===== src/rtl/control_unit.sv =====
// rtl/control_unit.sv - microcoded control sequencer for the downsampling CPU datapath
module control_unit (
    input  logic        clk,
    input  logic        reset,
    input  logic        start,
    input  logic [15:0] IM_OUT,
    input  logic        z_flag,
    output logic        fetch,
    output logic        PC1,
    output logic        Decode,
    output logic        Mem_Read,
    output logic        Mem_Write,
    output logic        Ins_Con,
    output logic        Read_AC,
    output logic [14:0] Read_RL,
    output logic [17:0] Write_RL,
    output logic [2:0]  Op,
    output logic [3:0]  shift,
    output logic        busy,
    output logic        done
);

    typedef enum logic [2:0] {
        IDLE, FETCH, PCINC, DECODE, EX1, EX2, EX3, HALT
    } state_t;

    localparam logic [3:0] OPC_ADD  = 4'd1;
    localparam logic [3:0] OPC_SUB  = 4'd2;
    localparam logic [3:0] OPC_AND  = 4'd3;
    localparam logic [3:0] OPC_OR   = 4'd4;
    localparam logic [3:0] OPC_INC  = 4'd5;
    localparam logic [3:0] OPC_SHL  = 4'd6;
    localparam logic [3:0] OPC_SHR  = 4'd7;
    localparam logic [3:0] OPC_STR  = 4'd8;
    localparam logic [3:0] OPC_LDM  = 4'd9;
    localparam logic [3:0] OPC_STM  = 4'd10;
    localparam logic [3:0] OPC_JMP  = 4'd11;
    localparam logic [3:0] OPC_JMPZ = 4'd12;
    localparam logic [3:0] OPC_LDAR = 4'd13;
    localparam logic [3:0] OPC_HALT = 4'd15;

    localparam logic [2:0] ALU_PASS = 3'b000;

    state_t      state, next_state;
    logic [15:0] ir, next_ir;

    logic [3:0]  dec_opc, dec_r;
    logic [3:0]  nx_opc, nx_r;
    logic        nx_alu, nx_r_ok;

    logic        n_fetch, n_pc1, n_decode, n_mem_read, n_mem_write, n_ins_con, n_read_ac;
    logic [14:0] n_read_rl;
    logic [17:0] n_write_rl;
    logic [2:0]  n_op;
    logic [3:0]  n_shift;

    assign dec_opc = IM_OUT[15:12];
    assign dec_r   = IM_OUT[11:8];
    assign nx_opc  = next_ir[15:12];
    assign nx_r    = next_ir[11:8];
    assign nx_alu  = (nx_opc >= OPC_ADD) && (nx_opc <= OPC_SHR);
    assign nx_r_ok = (nx_r < 4'd13);

    // State and instruction register; IR captures IM_OUT only while decoding
    always_ff @(posedge clk) begin
        if (reset) begin
            state <= IDLE;
            ir    <= 16'h0000;
        end else begin
            state <= next_state;
            ir    <= next_ir;
        end
    end

    // Next-state sequencing: decode picks the execute path from IM_OUT and z_flag
    always_comb begin
        next_state = state;
        next_ir    = ir;
        case (state)
            IDLE:   if (start) next_state = FETCH;
            FETCH:  next_state = PCINC;
            PCINC:  next_state = DECODE;
            DECODE: begin
                next_ir = IM_OUT;
                case (dec_opc)
                    OPC_ADD, OPC_SUB, OPC_AND, OPC_OR, OPC_STR:
                        next_state = (dec_r < 4'd13) ? EX1 : FETCH;
                    OPC_INC, OPC_SHL, OPC_SHR, OPC_LDM, OPC_STM, OPC_JMP, OPC_LDAR:
                        next_state = EX1;
                    OPC_JMPZ: next_state = z_flag ? EX1 : FETCH;
                    OPC_HALT: next_state = HALT;
                    default:  next_state = FETCH;
                endcase
            end
            EX1: begin
                if ((ir[15:12] >= OPC_ADD && ir[15:12] <= OPC_SHR) ||
                    ir[15:12] == OPC_LDM || ir[15:12] == OPC_STM)
                    next_state = EX2;
                else
                    next_state = FETCH;
            end
            EX2: begin
                if (ir[15:12] == OPC_STM)
                    next_state = FETCH;
                else
                    next_state = EX3;
            end
            EX3:    next_state = FETCH;
            HALT:   next_state = HALT;
            default: next_state = IDLE;
        endcase
    end

    // Control word for the state being entered, so every output leaves a flop
    always_comb begin
        n_fetch     = 1'b0;
        n_pc1       = 1'b0;
        n_decode    = 1'b0;
        n_mem_read  = 1'b0;
        n_mem_write = 1'b0;
        n_ins_con   = 1'b0;
        n_read_ac   = 1'b0;
        n_read_rl   = 15'h0000;
        n_write_rl  = 18'h00000;
        n_op        = ALU_PASS;
        n_shift     = 4'h0;
        case (next_state)
            FETCH:  n_fetch  = 1'b1;
            PCINC:  n_pc1    = 1'b1;
            DECODE: n_decode = 1'b1;
            EX1: begin
                if (nx_alu) begin
                    n_read_ac = 1'b1;
                    if (nx_opc != OPC_INC && nx_r_ok) n_read_rl = 15'(1) << nx_r;
                    if (nx_opc == OPC_SHL || nx_opc == OPC_SHR) n_shift = nx_r;
                end else begin
                    case (nx_opc)
                        OPC_STR: begin
                            n_read_ac = 1'b1;
                            if (nx_r_ok) n_write_rl = 18'(1) << ({1'b0, nx_r} + 5'd1);
                        end
                        OPC_LDM: n_mem_read = 1'b1;
                        OPC_STM: begin
                            n_read_ac  = 1'b1;
                            n_write_rl = 18'h04000;
                        end
                        OPC_JMP, OPC_JMPZ: begin
                            n_ins_con  = 1'b1;
                            n_write_rl = 18'h10000;
                        end
                        OPC_LDAR: begin
                            n_ins_con  = 1'b1;
                            n_write_rl = 18'h08000;
                        end
                        default: ;
                    endcase
                end
            end
            EX2: begin
                if (nx_alu) begin
                    n_read_ac = 1'b1;
                    if (nx_opc != OPC_INC && nx_r_ok) n_read_rl = 15'(1) << nx_r;
                    n_op = nx_opc[2:0];
                    if (nx_opc == OPC_SHL || nx_opc == OPC_SHR) n_shift = nx_r;
                end else if (nx_opc == OPC_LDM) begin
                    n_read_rl = 15'h2000;
                end else if (nx_opc == OPC_STM) begin
                    n_mem_write = 1'b1;
                end
            end
            EX3: begin
                n_write_rl = 18'h00001;
                if (nx_opc == OPC_SHL || nx_opc == OPC_SHR) n_shift = nx_r;
            end
            default: ;
        endcase
    end

    // Output registers; reset clears every strobe including busy and done
    always_ff @(posedge clk) begin
        if (reset) begin
            fetch     <= 1'b0;
            PC1       <= 1'b0;
            Decode    <= 1'b0;
            Mem_Read  <= 1'b0;
            Mem_Write <= 1'b0;
            Ins_Con   <= 1'b0;
            Read_AC   <= 1'b0;
            Read_RL   <= 15'h0000;
            Write_RL  <= 18'h00000;
            Op        <= ALU_PASS;
            shift     <= 4'h0;
            busy      <= 1'b0;
            done      <= 1'b0;
        end else begin
            fetch     <= n_fetch;
            PC1       <= n_pc1;
            Decode    <= n_decode;
            Mem_Read  <= n_mem_read;
            Mem_Write <= n_mem_write;
            Ins_Con   <= n_ins_con;
            Read_AC   <= n_read_ac;
            Read_RL   <= n_read_rl;
            Write_RL  <= n_write_rl;
            Op        <= n_op;
            shift     <= n_shift;
            busy      <= (next_state != IDLE) && (next_state != HALT);
            done      <= (next_state == HALT);
        end
    end

endmodule

===== config.mk =====
export PLATFORM = sky130hd
export DESIGN_NAME = control_unit
export DESIGN_NICKNAME = d
export VERILOG_FILES = /design/src/rtl/control_unit.sv
export SDC_FILE = /design/constraint.sdc
export NUM_CORES = 1
export LEC_CHECK = 0
export CAP_MARGIN = 20
export CORE_MARGIN = 2
export CORE_UTILIZATION = 45
export CTS_BUF_LIST = sky130_fd_sc_hd__clkbuf_4
export DETAILED_ROUTE_END_ITERATION = 7
export GPL_ROUTABILITY_DRIVEN = 0
export PLACE_DENSITY = 0.74
export REMOVE_ABC_BUFFERS = 1
export SLEW_MARGIN = 20
export SYNTH_ARGS = -nofsm -noshare
export SYNTH_HDL_FRONTEND = slang
export SYNTH_SLANG_ARGS = --single-unit
export TNS_END_PERCENT = 30

===== constraint.sdc =====
create_clock -name clk -period 2.94 [get_ports clk]
set_clock_uncertainty 0.05 [all_clocks]
set_input_delay 0.735 -clock clk [delete_from_list [all_inputs] [get_ports clk]]
set_output_delay 0.735 -clock clk [all_outputs]
set_load 0.01 [all_outputs]

Figure 1. Where the registers sit (run 1).
Scale bar: 20 µm.
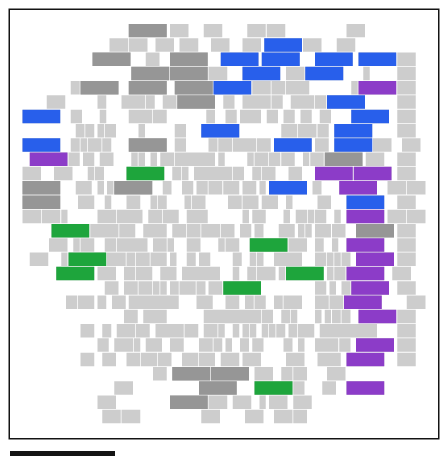
[green] ir | flops: 8
[blue] Write_RL | flops: 18
[purple] Read_RL | flops: 15
not colored: 19

Figure 2. Placement by cell class (run 1).
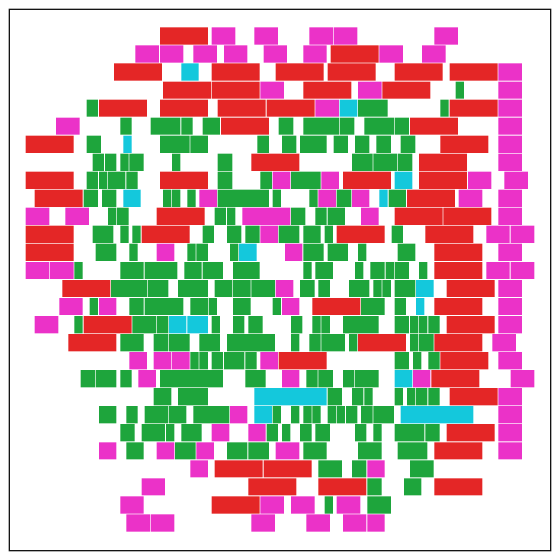
[magenta] other buffers and delay cells | cells: 89 | share of their area: 23%
[green] all other logic | cells: 200 | share of their area: 39%
[red] flops | cells: 60 | share of their area: 34%
[cyan] clock drivers and dummy loads | cells: 15 | share of their area: 4.2%

Figure 3. Signal wires by layer (run 1).
Scale bar: 20 µm.
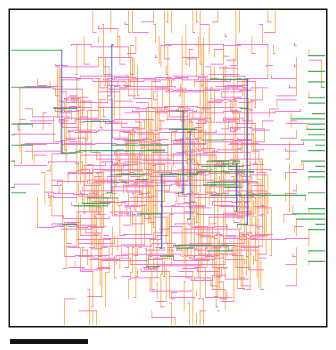
[green] met3 | wire length: 410 µm
[orange] met2 | wire length: 3220 µm
[blue] met4 | wire length: 177 µm
[magenta] met1 | wire length: 2890 µm

==> results_dict.tcl, run 1 <==
# yosys + openroad results
set metrics [dict create \
    antenna_found_initial 0 \
    cts_tree "done" \
    grt_setup_unrepaired "no" \
    status "finished clean" \
    vias_per_cell 5.55 \
    dr_total_vias 2435 \
    ys_seq_frac 0.445 \
    numSynthFlops 60 \
    period_used_share 0.929 \
    wl_per_cell_um 15.3 \
    top_area_cell "dfxtp_1" \
    ys_async_sr_fraction 0 \
    portBuffers 60 \
    clock_latency_ps 410 \
    synth_warnings 0 \
    slew_headroom 0.576 \
    avgSynthCellArea_um2 9.78 \
    clkTransAtPathRegs_ps 90 \
    initialDrtViolationCount 229 \
    hold_viol 0 \
    synthCells 276 \
    core_area_um2 5850 \
    finalPower_mw 1.69 \
    edf_count 0 \
    clockBufferDepth 2 \
    r2r_start "state[1]" \
    crit_path_max_fanout 11 \
    maxCapViolCount 0 \
    ys_area_um2 2700 \
    synth_area_um2 2700 \
    irDropWorstVdd_uv 321 \
    p_leak_nw 1.40 \
    holdCritStartpoint "state[2]" \
    remaining_drc_errors 0 \
    cts_root_buf "clkbuf_4" \
    max_freq_ghz 0.366 \
    postCtsSetupBuffers 0 \
    worst_pin_slew_ps 618 \
    fin_nets 382 \
    setup.worst_path.start "IM_OUT[15]" \
    synthDistinctLibCells 63 \
    drive_gt1_frac 0.179 \
    top_cells_by_area "dfxtp_1, mux2i_1, nor4_1" \
    die_w_um 81.4 \
    die_h_um 81.4 \
    setup_viol 0 \
    logic_area_um2 1350 \
    io_pins 69 \
    period_needed_ps 2730 \
    design_area_um2 3640 \
    cp.arrival_ps 2990 \
    common_cells "dfxtp_1, nor2_1, nand2_1, nor4_1" \
    grt_pass1_wl_mm 10.7 \
    log.warning_count 34 \
    numCtsBuffers 9 \
    path_class "primary input to flip-flop" \
    slew_violations 0 \
    required_ps 3200 \
    clkSinkCount 60 \
    area.growth.synth_to_final_pct 34.9 \
    flop_cell "dfxtp_1" \
    hold_class "flip-flop to flip-flop" \
    flop_area_um2 1200 \
    cts-htree-levels 3 \
    rows 28 \
    grt_max_degree 23 \
    power.density_nw_per_um2 463 \
    dpl.hpwl_mm 4.96 \
    grt-ovfl-total 0 \
    yosysMostFrequentCell "dfxtp_1" \
    yosysCellCount 276 \
    die_area_um2 6630 \
    endpoint_kind "flip-flop" \
    top_area_frac 0.445 \
    hold_buffers 0 \
]
==> run 1: worst max-delay path, stage by stage <==
cell             delay, ps
clkdlybuf4s50_1        600
o22a_2                 330
a211o_1                300
a311oi_4               360
nor2_1                 200
buf_4                  190
nor4b_1                280
==> run 1: worst paths after layout <==
check | to | slack (ps) | cells past startpoint
setup / recovery | shift[1] | 210 | 7
setup reg to reg | Read_RL[6] | 400 | 6
hold / removal | Write_RL[0] | 620 | 2
hold reg to reg | Write_RL[0] | 620 | 2
==> run 1: area by class of cell <==
type	instances	share of cell area
inverters	5	0.00516
clock buffers	9	0.0186
flip-flops and latches	60	0.330
multi-input cells	195	0.370
well taps	75	0.0258
clock inverters	6	0.0220
repair buffers	89	0.228
==> run 1: logic make-up (layout without fill, tap and decap cells) <==
kind of cell,after synthesis,in the layout,share of synthesized area
buffers and inverters,22,109,0.0570
AOI/OAI and AO/OA,33,33,0.104
DFF,60,60,0.445
adders and majority gates,2,2,0.00927
other,1,2,0.00139
xor gates and xnor gates,4,4,0.0130
muxes,16,16,0.0649
and+or+nand+nor,138,138,0.305
==> run 1: flip-flops by register name (all words and copies together) (netlist names) <==
signal and count:
Write_RL 18, Read_RL 15, ir 8, shift 4, Op 3, state 3
Decode 1, Ins_Con 1, Mem_Read 1, Mem_Write 1, PC1 1, Read_AC 1
busy 1, done 1, fetch 1
==> run 1: metal layers <==
metal | GRT usage | share of wire | vias up
met3 | 0.0418 | 0.061 | 18
met4 | 0.120 | 0.026 | 0
met2 | 0.358 | 0.48 | 103
met1 | 0.263 | 0.43 | 1129
met5 | 0 | 0 | -
li1 | - | - | 1185
==> run 1: where the power goes <==
| part | internal (mW) | switching [mW] |
|---|---|---|
| sequential | 0.824 | 0.0138 |
| clock | 0.333 | 0.284 |
| combinational | 0.0999 | 0.131 |
==> run 1: placed cells by master (no fill, tap or decap), drive strengths merged, types with 3 or more instances in the layout <==
master	instances
nor2b	5
a21oi	6
inv	5
nor4b	7
nor3b	5
nor2	26
o21ai	8
nand3b	5
and3	6
nand2	21
nand3	12
mux2i	13
nor3	12
nand4	6
mux2	3
nor4	20
clkinv	4
dfxtp	60
clkdlybuf4s50	60
o31ai	3
clkbuf	9
buf	29
==> run 1: metrics by stage <==
step                 util  setup TNS, ps  worst slack (ps)
finish              0.622              0               209
floorplan               -              0               331
CTS                 0.622              0               244
global placement    0.597          -2030              -142
global route        0.622              0              72.2
detailed placement  0.597          -3270              -208
Figure 4. Wiring heat map (run 1).
Scale bar: 20 µm. The die is cut into 16 by 16 equal tiles; dark blue is low, red is high, scaled to the fullest tile. Values are wire area over tile area, all layers added.
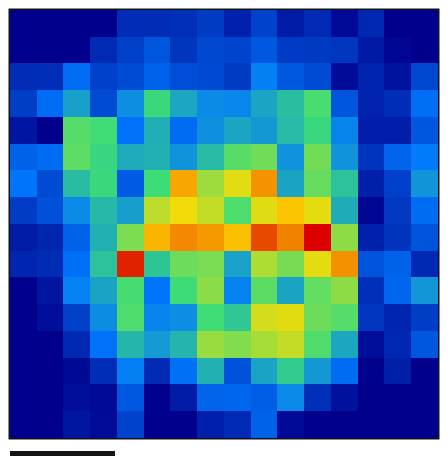

==> run 1 -> run 2 <==
Settings changed: GPL_ROUTABILITY_DRIVEN 0 to default.
Figure 5. Wiring heat map (run 2).
Scale bar: 20 µm. The die is cut into 16 by 16 equal tiles; dark blue is low, red is high, scaled to the fullest tile. Values are wire area over tile area, all layers added.
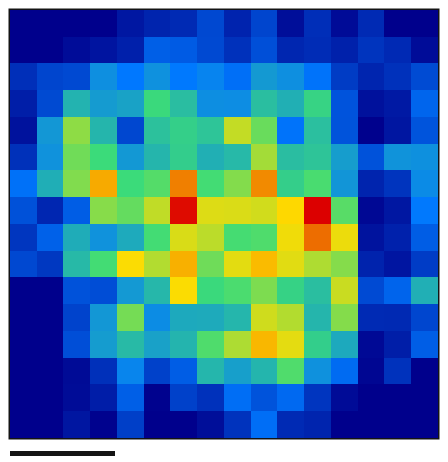
fullest tile: 0.57
emptiest ninth of the die: south-west
nearly empty tiles: 14%
densest ninth of the die: center
mean over tiles: 0.16
tiles over half the peak: 21%

Figure 6. Placement by cell class (run 2).
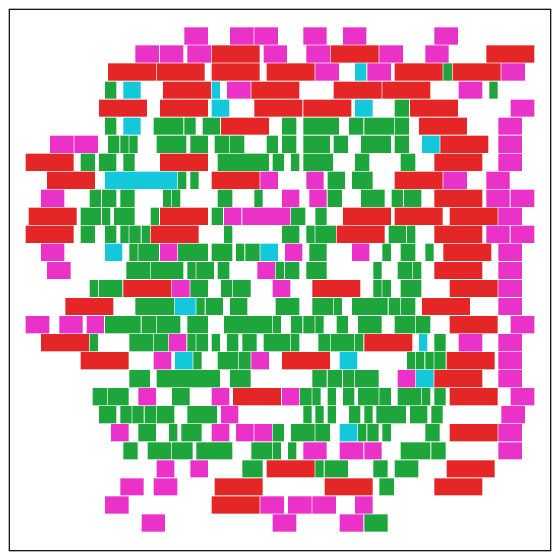
[green] all other logic | cells: 200 | share of their area: 39%
[cyan] clock drivers and dummy loads | cells: 16 | share of their area: 3.8%
[magenta] other buffers and delay cells | cells: 89 | share of their area: 24%
[red] flops | cells: 60 | share of their area: 34%

==> run 2 against run 1 <==
Net effect: critical path type unchanged; critical path depth is the same; largest cell class unchanged; worst setup slack gained 46 ps; sequential cell count is the same; clock-buffer cell count is the same; via count shrank 0.29%; synthesized area is the same; final cell count grew 0.23%; maximum frequency grew 1.7%.
==> results_dict.tcl, run 2 <==
# yosys + openroad results
set metrics [dict create \
    rows 28 \
    clkSinkCount 60 \
    crit_path_max_fanout 11 \
    hold_viol 0 \
    status "finished clean" \
    top_area_cell "dfxtp_1" \
    cp_slowest_cell "clkdlybuf4s50_1" \
    edf_count 0 \
    grt_max_degree 23 \
    ys_async_sr_fraction 0 \
    portBuffers 60 \
    common_cells "dfxtp_1, nor2_1, nand2_1, nor4_1" \
    wl_per_cell_um 15.1 \
    top_cells_by_area "dfxtp_1, mux2i_1, nor4_1" \
    synthDistinctLibCells 63 \
    avgSynthCellArea_um2 9.78 \
    clock_latency_ps 410 \
    setup_viol 0 \
    ys_seq_frac 0.445 \
    area.growth.synth_to_final_pct 34.4 \
    required_ps 3200 \
    yosysCellCount 276 \
    initialDrtViolationCount 171 \
    top_regs "Write_RL x18, Read_RL x15, ir x8" \
    endpoint_kind "flip-flop" \
    worst_pin_slew_ps 627 \
    numCtsBuffers 9 \
    core_area_um2 5850 \
    flop_cell "dfxtp_1" \
    clockBufferDepth 2 \
    grt-ovfl-total 0 \
    grt_pass1_wl_mm 10.7 \
    cp.arrival_ps 2950 \
    largest-register "Write_RL" \
    drive_gt1_frac 0.184 \
    numSynthFlops 60 \
    largest_register_ffs 18 \
    fin_nets 382 \
    path_class "primary input to flip-flop" \
    io_pins 69 \
    antenna_found_initial 0 \
    top_area_frac 0.445 \
    power.density_nw_per_um2 449 \
    synth_area_um2 2700 \
    critPathBufInv 2 \
    worstPathCellList "clkdlybuf4s50_1, o22a_2, a211o_1, a311oi_4, nor2_1, buf_4, nor4b_1" \
    max_freq_ghz 0.372 \
    die_h_um 81.4 \
    cpPeakStageDelay_ps 580 \
    yosysMostFrequentCell "dfxtp_1" \
    slew_violations 0 \
    log.warning_count 34 \
    irDropWorstVdd_uv 284 \
    remaining_drc_errors 0 \
    crit_family "AND-OR/OR-AND gates" \
    cts-htree-levels 3 \
    vias_per_cell 5.52 \
    period_needed_ps 2690 \
    setup_ws_ps 255 \
    slew_headroom 0.570 \
    synthCells 276 \
    setup-tns-final_ps 0 \
]
Figure 7. Routing congestion (run 2).
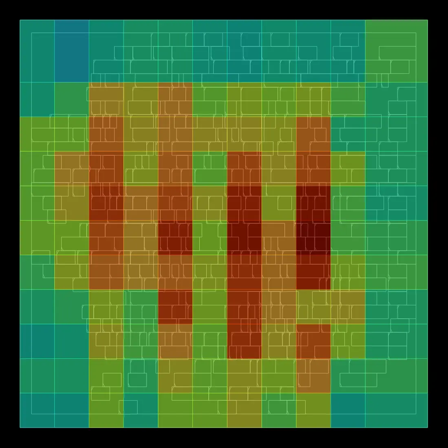
fin util: 0.620
GRT busiest layer: met2
grt met2 use: 0.350
met3 Track Usage GR: 0.0571

==> run 2: cell count changes in the layout (fill, tap and decap cells not counted), sizes merged <==
cell / previous run / this run
bufinv: 2 / 1
clkinv: 4 / 3
clkinvlp: 0 / 2
inv: 5 / 6
==> run 2: layout make-up <==
type                       instances  area, µm²
multi-input combinational        195       1350
timing repair buffer              89        831
tap                               75       93.8
clock inverter                     7       66.3
sequential                        60       1200
clock buffer                       9       67.6
inverter                           5       18.8
fill                             488       2220
==> run 2: per-layer routing <==
metal / share of wire / track usage / vias up / routed length, µm
met4: 0.018 / 0.110 / 0 / 119
met3: 0.066 / 0.0571 / 12 / 436
met2: 0.48 / 0.350 / 95 / 3210
li1: - / - / 1189 / -
met5: 0 / 0 / - / 0
met1: 0.43 / 0.263 / 1132 / 2860
==> run 2: cell families after synthesis <==
kind of cell | share of synthesized area
compound gates | 0.104
xor+xnor | 0.0130
fa+ha+maj | 0.00927
buf+inv | 0.0570
flops | 0.445
mux | 0.0649
other cells | 0.00139
simple gates | 0.305
==> run 2: through the flow <==
| stage | utilization | area [µm²] |
|---|---|---|
| 2_1_floorplan | - | 2570 |
| 3_3_place_gp | 0.597 | 3490 |
| 3_5_place_dp | 0.597 | 3490 |
| 4_1_cts | 0.620 | 3630 |
| 5_1_grt | 0.620 | 3630 |
| 6_report | 0.620 | 3630 |
==> run 2: worst reg2reg max path, stage by stage (launching register included) <==
cell and delay (ps):
dfxtp_1 550, and3b_1 350, buf_4 230, mux2i_1 570
nor3b_1 340, o21ai_0 160, nor3_1 160
==> run 2: path summary, 6_finish.rpt <==
kind,startpoint,to,slack (ps),cells after the start
max,IM_OUT[15],shift[1],250,7
min,state[2],Write_RL[0],620,2
max reg2reg,state[1],Ins_Con,460,6
min reg2reg,state[2],Write_RL[0],620,2
==> run 2: power breakdown <==
group          total [mW]  internal [mW]  switching (mW)  leakage, nW
sequential          0.838          0.825          0.0136        0.485
combinational       0.227         0.0981           0.129        0.837
clock               0.561          0.254           0.306       0.0674
total                1.63           1.18           0.449         1.39
Power is estimated from default activity; no workload was simulated.
